==> src/rtl/wdt_pkg.sv <==
// Shared types and parameter-derivation helpers for the multi-channel watchdog.
package wdt_pkg;

  typedef enum logic [1:0] {
    ST_IDLE,
    ST_RUN,
    ST_WARN,
    ST_TRIP
  } wdt_state_e;

  // 64-bit math: TIMEOUT_CYCLES*WARN_PCT overflows 32 bits at default settings.
  function automatic longint timeout_cycles(input longint clk_freq, input longint timeout_sec);
    return clk_freq * timeout_sec;
  endfunction

  function automatic longint warn_cycles(input longint timeout, input longint warn_pct);
    return (timeout * warn_pct) / 100;
  endfunction

  function automatic int cnt_width(input longint max_value);
    return $clog2(max_value + 1);
  endfunction

endpackage

==> src/rtl/wdt_channel.sv <==
// One watchdog channel: state machine, saturating counter and seconds-remaining readout.
module wdt_channel
  import wdt_pkg::*;
#(
  parameter int CLK_FREQ      = 125_000_000,
  parameter int TIMEOUT_SEC   = 5,
  parameter int WARN_PCT      = 80,
  parameter int WINDOW_CYCLES = 0
) (
  input  logic       clk,
  input  logic       rst,
  input  logic       enable_i,
  input  logic       heartbeat_i,
  input  logic       force_reset_i,
  input  logic       window_en_i,
  output logic       warning_o,
  output logic       triggered_o,
  output logic       early_fault_o,
  output logic [7:0] time_rem_o
);

  localparam longint TimeoutCycles = timeout_cycles(CLK_FREQ, TIMEOUT_SEC);
  localparam longint WarnCycles    = warn_cycles(TimeoutCycles, WARN_PCT);
  localparam int     CntW          = cnt_width(TimeoutCycles);

  localparam logic [CntW-1:0] TimeoutC    = CntW'(TimeoutCycles);
  localparam logic [CntW-1:0] WarnC       = CntW'(WarnCycles);
  localparam logic [CntW:0]   WindowWideC = (CntW + 1)'(WINDOW_CYCLES);

  wdt_state_e      state_q, state_d;
  logic [CntW-1:0] cnt_q, cnt_d;
  logic            early_q, early_d;
  logic            warn_q, trig_q;
  logic [CntW:0]   cnt_plus1;
  logic            too_early;
  logic [CntW-1:0] remain;
  logic [63:0]     secs;

  // counter+1 <= WINDOW avoids a constant-false compare when the window is zero
  assign cnt_plus1 = {1'b0, cnt_q} + {{CntW{1'b0}}, 1'b1};
  assign too_early = window_en_i && (cnt_plus1 <= WindowWideC);

  always_comb begin
    state_d = state_q;
    cnt_d   = cnt_q;
    early_d = early_q;
    if (!enable_i) begin
      state_d = ST_IDLE;
      cnt_d   = '0;
      early_d = 1'b0;
    end else if (force_reset_i) begin
      state_d = ST_RUN;
      cnt_d   = '0;
      early_d = 1'b0;
    end else begin
      case (state_q)
        ST_IDLE: begin
          state_d = ST_RUN;
          cnt_d   = '0;
        end
        ST_RUN, ST_WARN: begin
          if (heartbeat_i) begin
            if (too_early) begin
              state_d = ST_TRIP;
              early_d = 1'b1;
            end else begin
              state_d = ST_RUN;
              cnt_d   = '0;
            end
          end else if (cnt_q == TimeoutC) begin
            state_d = ST_TRIP;
          end else begin
            cnt_d = cnt_q + CntW'(1);
            if (cnt_q >= WarnC) state_d = ST_WARN;
          end
        end
        default: ;
      endcase
    end
  end

  always_ff @(posedge clk or posedge rst) begin
    if (rst) begin
      state_q <= ST_IDLE;
      cnt_q   <= '0;
      early_q <= 1'b0;
      warn_q  <= 1'b0;
      trig_q  <= 1'b0;
    end else begin
      state_q <= state_d;
      cnt_q   <= cnt_d;
      early_q <= early_d;
      warn_q  <= (state_d == ST_WARN) || (state_d == ST_TRIP);
      trig_q  <= (state_d == ST_TRIP);
    end
  end

  // Division by a constant; an early trip freezes the counter so this stays meaningful.
  assign remain = TimeoutC - cnt_q;
  assign secs   = 64'(remain) / 64'(CLK_FREQ);

  assign time_rem_o    = (secs > 64'd255) ? 8'hFF : secs[7:0];
  assign warning_o     = warn_q;
  assign triggered_o   = trig_q;
  assign early_fault_o = early_q;

endmodule

==> src/rtl/multi_channel_watchdog.sv <==
// Top level: NUM_CH independent watchdog channels plus a shared trip escalation counter.
module multi_channel_watchdog
  import wdt_pkg::*;
#(
  parameter int NUM_CH        = 4,
  parameter int CLK_FREQ      = 125_000_000,
  parameter int TIMEOUT_SEC   = 5,
  parameter int WARN_PCT      = 80,
  parameter int WINDOW_CYCLES = 0,
  parameter int ESC_CYCLES    = 1000
) (
  input  logic                clk,
  input  logic                rst,
  input  logic [NUM_CH-1:0]   enable,
  input  logic [NUM_CH-1:0]   heartbeat,
  input  logic [NUM_CH-1:0]   force_reset,
  input  logic                window_en,
  output logic [NUM_CH-1:0]   warning,
  output logic [NUM_CH-1:0]   triggered,
  output logic [NUM_CH-1:0]   early_fault,
  output logic [8*NUM_CH-1:0] time_remaining,
  output logic                any_triggered,
  output logic                sys_reset_req
);

  localparam int EscW = cnt_width(ESC_CYCLES);
  localparam logic [EscW-1:0] EscMaxC  = EscW'(ESC_CYCLES);
  localparam logic [EscW-1:0] EscLastC = EscW'(ESC_CYCLES - 1);

  logic [EscW-1:0] esc_q, esc_d;
  logic            sys_q, sys_d;

  for (genvar i = 0; i < NUM_CH; i++) begin : g_ch
    wdt_channel #(
      .CLK_FREQ     (CLK_FREQ),
      .TIMEOUT_SEC  (TIMEOUT_SEC),
      .WARN_PCT     (WARN_PCT),
      .WINDOW_CYCLES(WINDOW_CYCLES)
    ) u_ch (
      .clk          (clk),
      .rst          (rst),
      .enable_i     (enable[i]),
      .heartbeat_i  (heartbeat[i]),
      .force_reset_i(force_reset[i]),
      .window_en_i  (window_en),
      .warning_o    (warning[i]),
      .triggered_o  (triggered[i]),
      .early_fault_o(early_fault[i]),
      .time_rem_o   (time_remaining[8*i +: 8])
    );
  end

  assign any_triggered = |triggered;

  // Saturating at ESC_CYCLES makes the pulse one-shot until the trip clears.
  always_comb begin
    esc_d = '0;
    sys_d = 1'b0;
    if (any_triggered) begin
      esc_d = (esc_q == EscMaxC) ? esc_q : esc_q + EscW'(1);
      sys_d = (esc_q == EscLastC);
    end
  end

  always_ff @(posedge clk or posedge rst) begin
    if (rst) begin
      esc_q <= '0;
      sys_q <= 1'b0;
    end else begin
      esc_q <= esc_d;
      sys_q <= sys_d;
    end
  end

  assign sys_reset_req = sys_q;

endmodule

==> config.mk <==
export PLATFORM = sky130hd
export DESIGN_NAME = multi_channel_watchdog
export DESIGN_NICKNAME = d
export VERILOG_FILES = /design/src/rtl/wdt_pkg.sv /design/src/rtl/wdt_channel.sv /design/src/rtl/multi_channel_watchdog.sv
export SDC_FILE = /design/constraint.sdc
export NUM_CORES = 1
export LEC_CHECK = 0
export CAP_MARGIN = 10
export CORE_AREA = 2 2 163 324
export CTS_CLUSTER_SIZE = 28
export DETAILED_ROUTE_END_ITERATION = 10
export DIE_AREA = 0 0 165 326
export GPL_ROUTABILITY_DRIVEN = 0
export SYNTH_ARGS = -nofsm -noshare
export SYNTH_HDL_FRONTEND = slang
export SYNTH_SLANG_ARGS = --single-unit
==> constraint.sdc <==
create_clock -name clk -period 8.2 [get_ports clk]
set_input_delay 0.82 -clock clk [delete_from_list [all_inputs] [get_ports clk]]
set_output_delay 0.82 -clock clk [all_outputs]
set_load 0.02 [all_outputs]
==> run notes, run 1 <==
For the DRC violation total after the first TritonRoute iteration, the log shows 1913. Floorplan die width: 165 µm. The number of violations of the max-capacitance limit is 0, and the number of instances in the synthesized netlist is 3245.

The biggest combinational cell group after synthesis was AND-OR/OR-AND gates. The worst ir drop on vdd is 0.0001367 V. By instance count after routing, the leading logic cell type is sky130_fd_sc_hd__nor2_1. The run gives 46 for the number of logged tool warnings.

The tightest min-delay check is of the reg2reg type. Per the layout area report, the sequential fraction of cell area is 14.33%. The startpoint of the worst hold path is g_ch[3].u_ch.early_fault_o.

Summing the areas of all and, or, nand and nor instances in the mapped netlist gives 30.18% of the synthesized area. The commonest cells after synthesis are sky130_fd_sc_hd__nor2_1, sky130_fd_sc_hd__nand2_1, sky130_fd_sc_hd__o21ai_0. In this run the number of H-tree levels came out at 4. The global routing met1 resource utilization is 28.62%, and the clock net sink count is 151. The logs give 1.27 ns for the setup slack of the most critical reg-to-reg path and 6 for the number of detailed-route iterations in the first pass. According to the timing report, the critical path is captured at time_remaining[8]. According to the floorplan report, the total die area is 0.05379 mm². Timing-limited maximum frequency: 0.1248 GHz. The area occupied by registers was 0.003789 mm².

The finished layout holds 4005 standard cells, fillers aside. The run gives 97.69% for the final worst-path cycle share. Yosys mapped the design onto 133 distinct sky130hd cell types. The layout report lists the multi-input gate area as 0.01838 mm². The total power was 1.781 mW; the pre-placement core utilization was 44.18%. The endpoint identified for the worst register-to-register timing path is g_ch[3].u_ch.cnt_q[23].

The summed standard-cell area reported by yosys is 0.02277 mm². Detailed placement finished with a half-perimeter wire length of 59830 µm. With the worst slew margin relative to its limit at 23.66%, the non-clock inverter total of the final layout is 72.

The share of synthesized area in the top cell type comes to 16.60%. The biggest area contributor in the post-synthesis netlist is sky130_fd_sc_hd__dfrtp_1. Initial antenna violation count: 0.

The arrival time of data at the worst endpoint is listed as 7.19 ns. Average via count per standard cell: 6.376. Among all stages on the critical path, the largest delay is contributed by sky130_fd_sc_hd__or4_4.

Root buffer cell: sky130_fd_sc_hd__clkbuf_16. The run finished with clean final reports. The relative area of clock buffers and inverters in the final design is 2.626%, and the largest net degree at the start of global routing is 83. According to the floorplan report, the die height is 326 µm.

The multi-input gate share of the layout cell area was 69.51%. Counting along the longest clock path gives a buffer depth of 3. The mean cell area of the mapped netlist was 7.016 µm²; the antenna violation net count after detailed routing was 0. The final timing report lists a max-slew violation count of 0. The amount of wire on met3 after detailed routing is 2186 µm.

Counting flops with a built-in enable in the synthesized netlist gives 0. The critical path maximum fanout is 13. The post-place instance area is 0.02457 mm².
[run 1: sequential cells by signal, summed over array words and instances (netlist names)]
name,cells
esc_q,10
g_ch.u_ch.cnt_q,120
g_ch.u_ch.early_fault_o,4
g_ch.u_ch.state_q,8
g_ch.u_ch.triggered_o,4
g_ch.u_ch.warning_o,4
sys_reset_req,1
[run 1: power breakdown]
part           switching, mW  internal (mW)  total (mW)
logic                 0.0710         0.0316       0.103
registers            0.00354          0.749       0.753
clock network          0.348          0.578       0.926
total                  0.423           1.36        1.78
[run 1: cells by family after synthesis]
kind of cell | count (synthesis)
other | 1
muxes | 48
xor gates and xnor gates | 263
buffers and inverters | 333
adders and majority gates | 33
AOI/OAI and AO/OA | 1050
DFF | 151
and+or+nand+nor | 1366
### Placement view, run 1

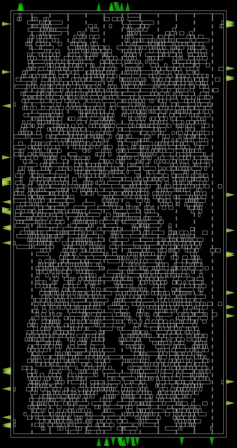
post-layout util: 51.32%
count of flip-flops and latches: 151

### Wire density map, run 1

The die is cut into 16 by 33 equal tiles; dark blue is low, red is high, scaled to the fullest tile. Values are wire area over tile area, all layers added.
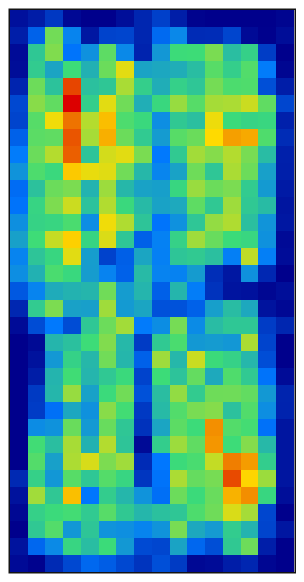
- tiles over half the peak: 31%
- mean over tiles: 0.24
- fullest tile: 0.63
- emptiest ninth of the die: east
- nearly empty tiles: 6.2%
Overall Global Routing Usage: 28.37%
wire length per cell after detailed routing: 19.45 µm
routed via count: 25.54k
total wirelength of the detailed-routed design: 77910 µm

### Cell sizes after repair, run 1

Bar = 50 µm.
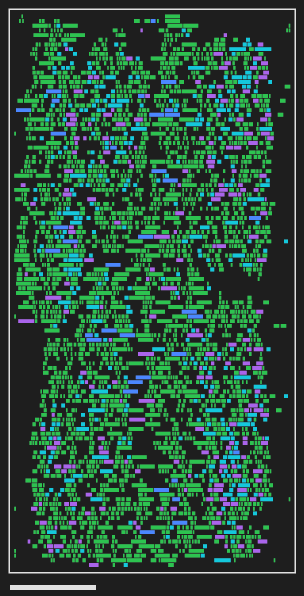
- blue: drive 6 and up (cells 35)
- green: drive 1 or less (cells 2764)
- cyan: drive 3 to 4 (cells 334)
- purple: drive 2 (cells 212)
P&R area growth vs syn: 16.16%
non-clock buffer count: 314
setup slack of the critical path after layout: 0.1897 ns

### Clock wires, drivers and flops, run 1

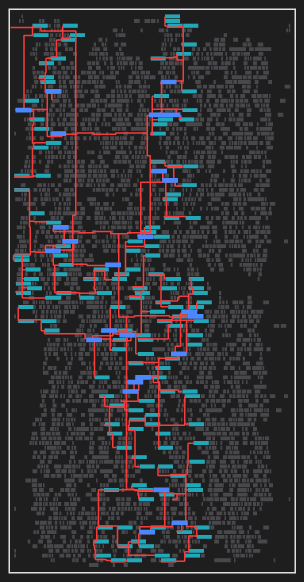
- blue: cells driving clock nets (count 25)
- cyan: flip-flops (count 151)
- red: clock wires (length 2640 µm)
- routed clock nets: 26
clock group share of total power: 52.0%
clock insertion delay at the later pin of the skew report: 0.52 ns
clock network power: 926 µW
Worst Skew: 0.02748 ns

## Run 2: what changed since run 1
Settings changed: DONT_BUFFER_PORTS set to 1.
### Sequential cells coloured by netlist name, run 2

Bar = 50 µm.
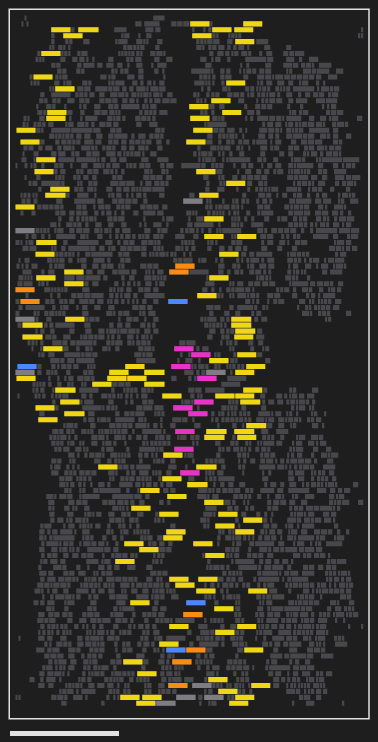
- yellow: g_ch.u_ch.cnt_q (placed flops 120)
- blue: g_ch.u_ch.triggered_o (placed flops 4)
- orange: g_ch.u_ch.state_q (placed flops 8)
- magenta: esc_q (placed flops 10; where centre)
- not coloured: 9
post-layout util: 50.83%
sequential share of cell area: 14.52%
Seq power: 754 µW
Sequential cell area: 0.003802 mm²

### Cell sizes after repair, run 2

Bar = 50 µm.
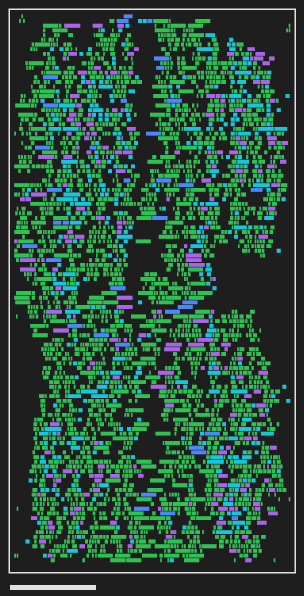
- cyan: drive 3 to 4 (cells 351)
- green: drive 1 or less (cells 2716)
- purple: drive 2 (cells 210)
- blue: drive 6 and up (cells 36)
final std cell area, no fill: 0.02619 mm²
non-clock buffer count: 282

### Clock wires, drivers and flops, run 2

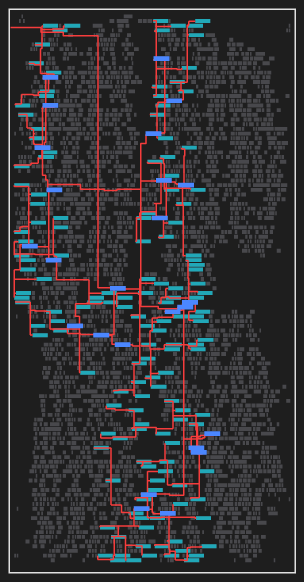
- red: clock wires (length 2800 µm)
- blue: cells driving clock nets (count 25)
- cyan: flip-flops (count 151)
- routed clock nets: 26
clock network power: 919 µW
Worst Skew: 0.01579 ns
clock group share of total power: 52.2%
clock insertion delay at the later pin of the skew report: 0.51 ns

==> run 2 against run 1 <==
Clock skew decreased by 0.012 ns; global-route usage decreased by 0.37 points; core utilization decreased by 0.49 points; critical path type unchanged; largest cell class unchanged; largest power group unchanged.
==> run notes, run 2 <==
Largest registers: g_ch.u_ch.cnt_q (120), esc_q (10), g_ch.u_ch.state_q (8) (unchanged). The flow ran to the end, and the final reports show no timing, DRC or antenna violations. The root buffer cell is sky130_fd_sc_hd__clkbuf_16 (unchanged). The synthesized-area fraction occupied by adder cells came out at 1.786% (unchanged). With the number of enable-type register cells in the synthesized netlist at 0 (unchanged), the worst ir drop on vdd is 0.0001394 V (was 0.0001367 V).

The final wirelength was 77290 µm (was 77910 µm); the placed wire-length estimate after detailed placement was 58640 µm (was 59830 µm). The tools report the capture point of the critical path as time_remaining[8] (unchanged). The number of logged tool warnings works out to 45 (was 46). The endpoint of the lowest-slack register-to-register path is g_ch[1].u_ch.cnt_q[0] (was g_ch[3].u_ch.cnt_q[23]). The register ranked first by flip-flop count was g_ch.u_ch.cnt_q (unchanged). With the H-tree depth at 4 (unchanged), the number of max-slew violations in the final report is 0 (unchanged). The leading area contributor after synthesis was sky130_fd_sc_hd__dfrtp_1 (unchanged). The run gives 17.16% (was 23.66%) as the worst slew margin relative to its limit. The number of buffers inserted during clock tree synthesis is 25 (unchanged), and the flip-flop count of the largest register, all copies and words added is 120 (unchanged). The worst reg2reg path startpoint was g_ch[1].u_ch.cnt_q[0] (was g_ch[3].u_ch.cnt_q[0]). The run gives 5 (was 6) for the number of detailed-route iterations in the first pass. The amount of wire on met3 after detailed routing is 2718 µm (was 2186 µm), and the non-clock inverter total of the final layout is 72 (unchanged). The class of the most critical hold timing path is in2async (was reg2reg). The antenna violation net count after detailed routing was 0 (unchanged); the DRC violation total after the first TritonRoute iteration was 1874 (was 1913). The number of violations of the max-capacitance limit was 0 (unchanged); the average via count per standard cell was 6.379 (was 6.376).

Commonest non-fill, non-tap cell in the layout: sky130_fd_sc_hd__nor2_1 (unchanged). The biggest combinational cell group after synthesis is AND-OR/OR-AND gates (unchanged). The setup slack of the most critical reg-to-reg path is 2.24 ns (was 1.27 ns), and the post-route met1 wirelength is 27220 µm (was 27480 µm). The number of instances in the synthesized netlist came out at 3245 (unchanged). Summed standard-cell area reported by yosys: 0.02277 mm² (unchanged).

The pre-placement core utilization is 44.18% (unchanged). For the number of buffers between clock root and the deepest sink, the log shows 3 (unchanged). The timing-limited maximum frequency is 0.1236 GHz (was 0.1248 GHz). The run gives 151 (unchanged) as the count of sequential standard cells. Number of different library cells in the post-synthesis netlist: 133 (unchanged). The die height is 326 µm (unchanged), and the largest fanout on the critical path is 8 (was 13).

The number of stages on the worst setup path came out at 24 (was 26). The area growth from synthesis to layout was 15.04% (was 16.16%). The areal power density over the cells was 67.20 mW/mm² (was 67.35 mW/mm²); the largest net degree at the start of global routing was 88 (was 83). With the die outline area at 0.05379 mm² (unchanged), the clock net sink count is 151 (unchanged). The run gives 0.01845 mm² (was 0.01838 mm²) as the area of the multi-input gates. The final worst-path cycle share was 98.68% (was 97.69%).

The tools report the global routing met1 resource utilization as 28.17% (was 28.62%). The run gives 7.016 µm² (unchanged) for the mean cell area of the mapped netlist. The run gives 52.32% (was 53.51%) for the met2 track utilization from global routing. Most frequent cells after synthesis: sky130_fd_sc_hd__nor2_1, sky130_fd_sc_hd__nand2_1, sky130_fd_sc_hd__o21ai_0 (unchanged). For the number of setup violations in the final report, the log shows 0 (unchanged).

The leading cell category by total area is logic gates (unchanged). The relative area of clock buffers and inverters in the final design was 2.580% (was 2.626%). The total vias in the final route is 25.34k (was 25.54k). The cell with the most instances on the worst path is sky130_fd_sc_hd__buf_4 (unchanged). The per-cell routed wire length was 19.45 µm (about the same). The run gives 28.00% (was 28.37%) as the combined global-route utilization of all metal layers.

The met2 layer wire length in the routed design came out at 41470 µm (was 42380 µm). The total power is 1.760 mW (was 1.781 mW), and the multi-input gate share of the layout cell area is 70.43% (was 69.51%). The area fraction in and, or, nand and nor cells works out to 30.18% (unchanged).

Slowest cell on the critical path: sky130_fd_sc_hd__or4_4 (unchanged). The floorplan die width was 165 µm (unchanged). Required arrival time at the worst endpoint: 7.38 ns (about the same).
## run 2: cell counts after synthesis
Identical to the previous run, type by type.
## run 2: report_power, final
| group | switching, mW | internal, mW | total [mW] |
|---|---|---|---|
| clock | 0.358 | 0.561 | 0.919 |
| combinational | 0.0629 | 0.0238 | 0.0868 |
| sequential | 0.00528 | 0.749 | 0.754 |
## run 2: through the flow
stage | hold WS [ns] | std cells | TNS (ns) | instance area [µm²] | setup slack [ns]
after floorplan | 0.4637 | 3260 | 0 | 22820 | 0.8776
after global placement | 0.5252 | 3877 | 0 | 24090 | 0.1316
after detailed placement | 0.5240 | 3877 | -0.1107 | 24090 | -0.06354
after CTS | 0.3664 | 3928 | 0 | 25150 | 0.003246
after global routing | 0.4105 | 3973 | -0.3235 | 26190 | -0.1578
final | 0.3467 | 3973 | 0 | 26190 | 0.1084
Power is estimated from default activity; no workload was simulated.
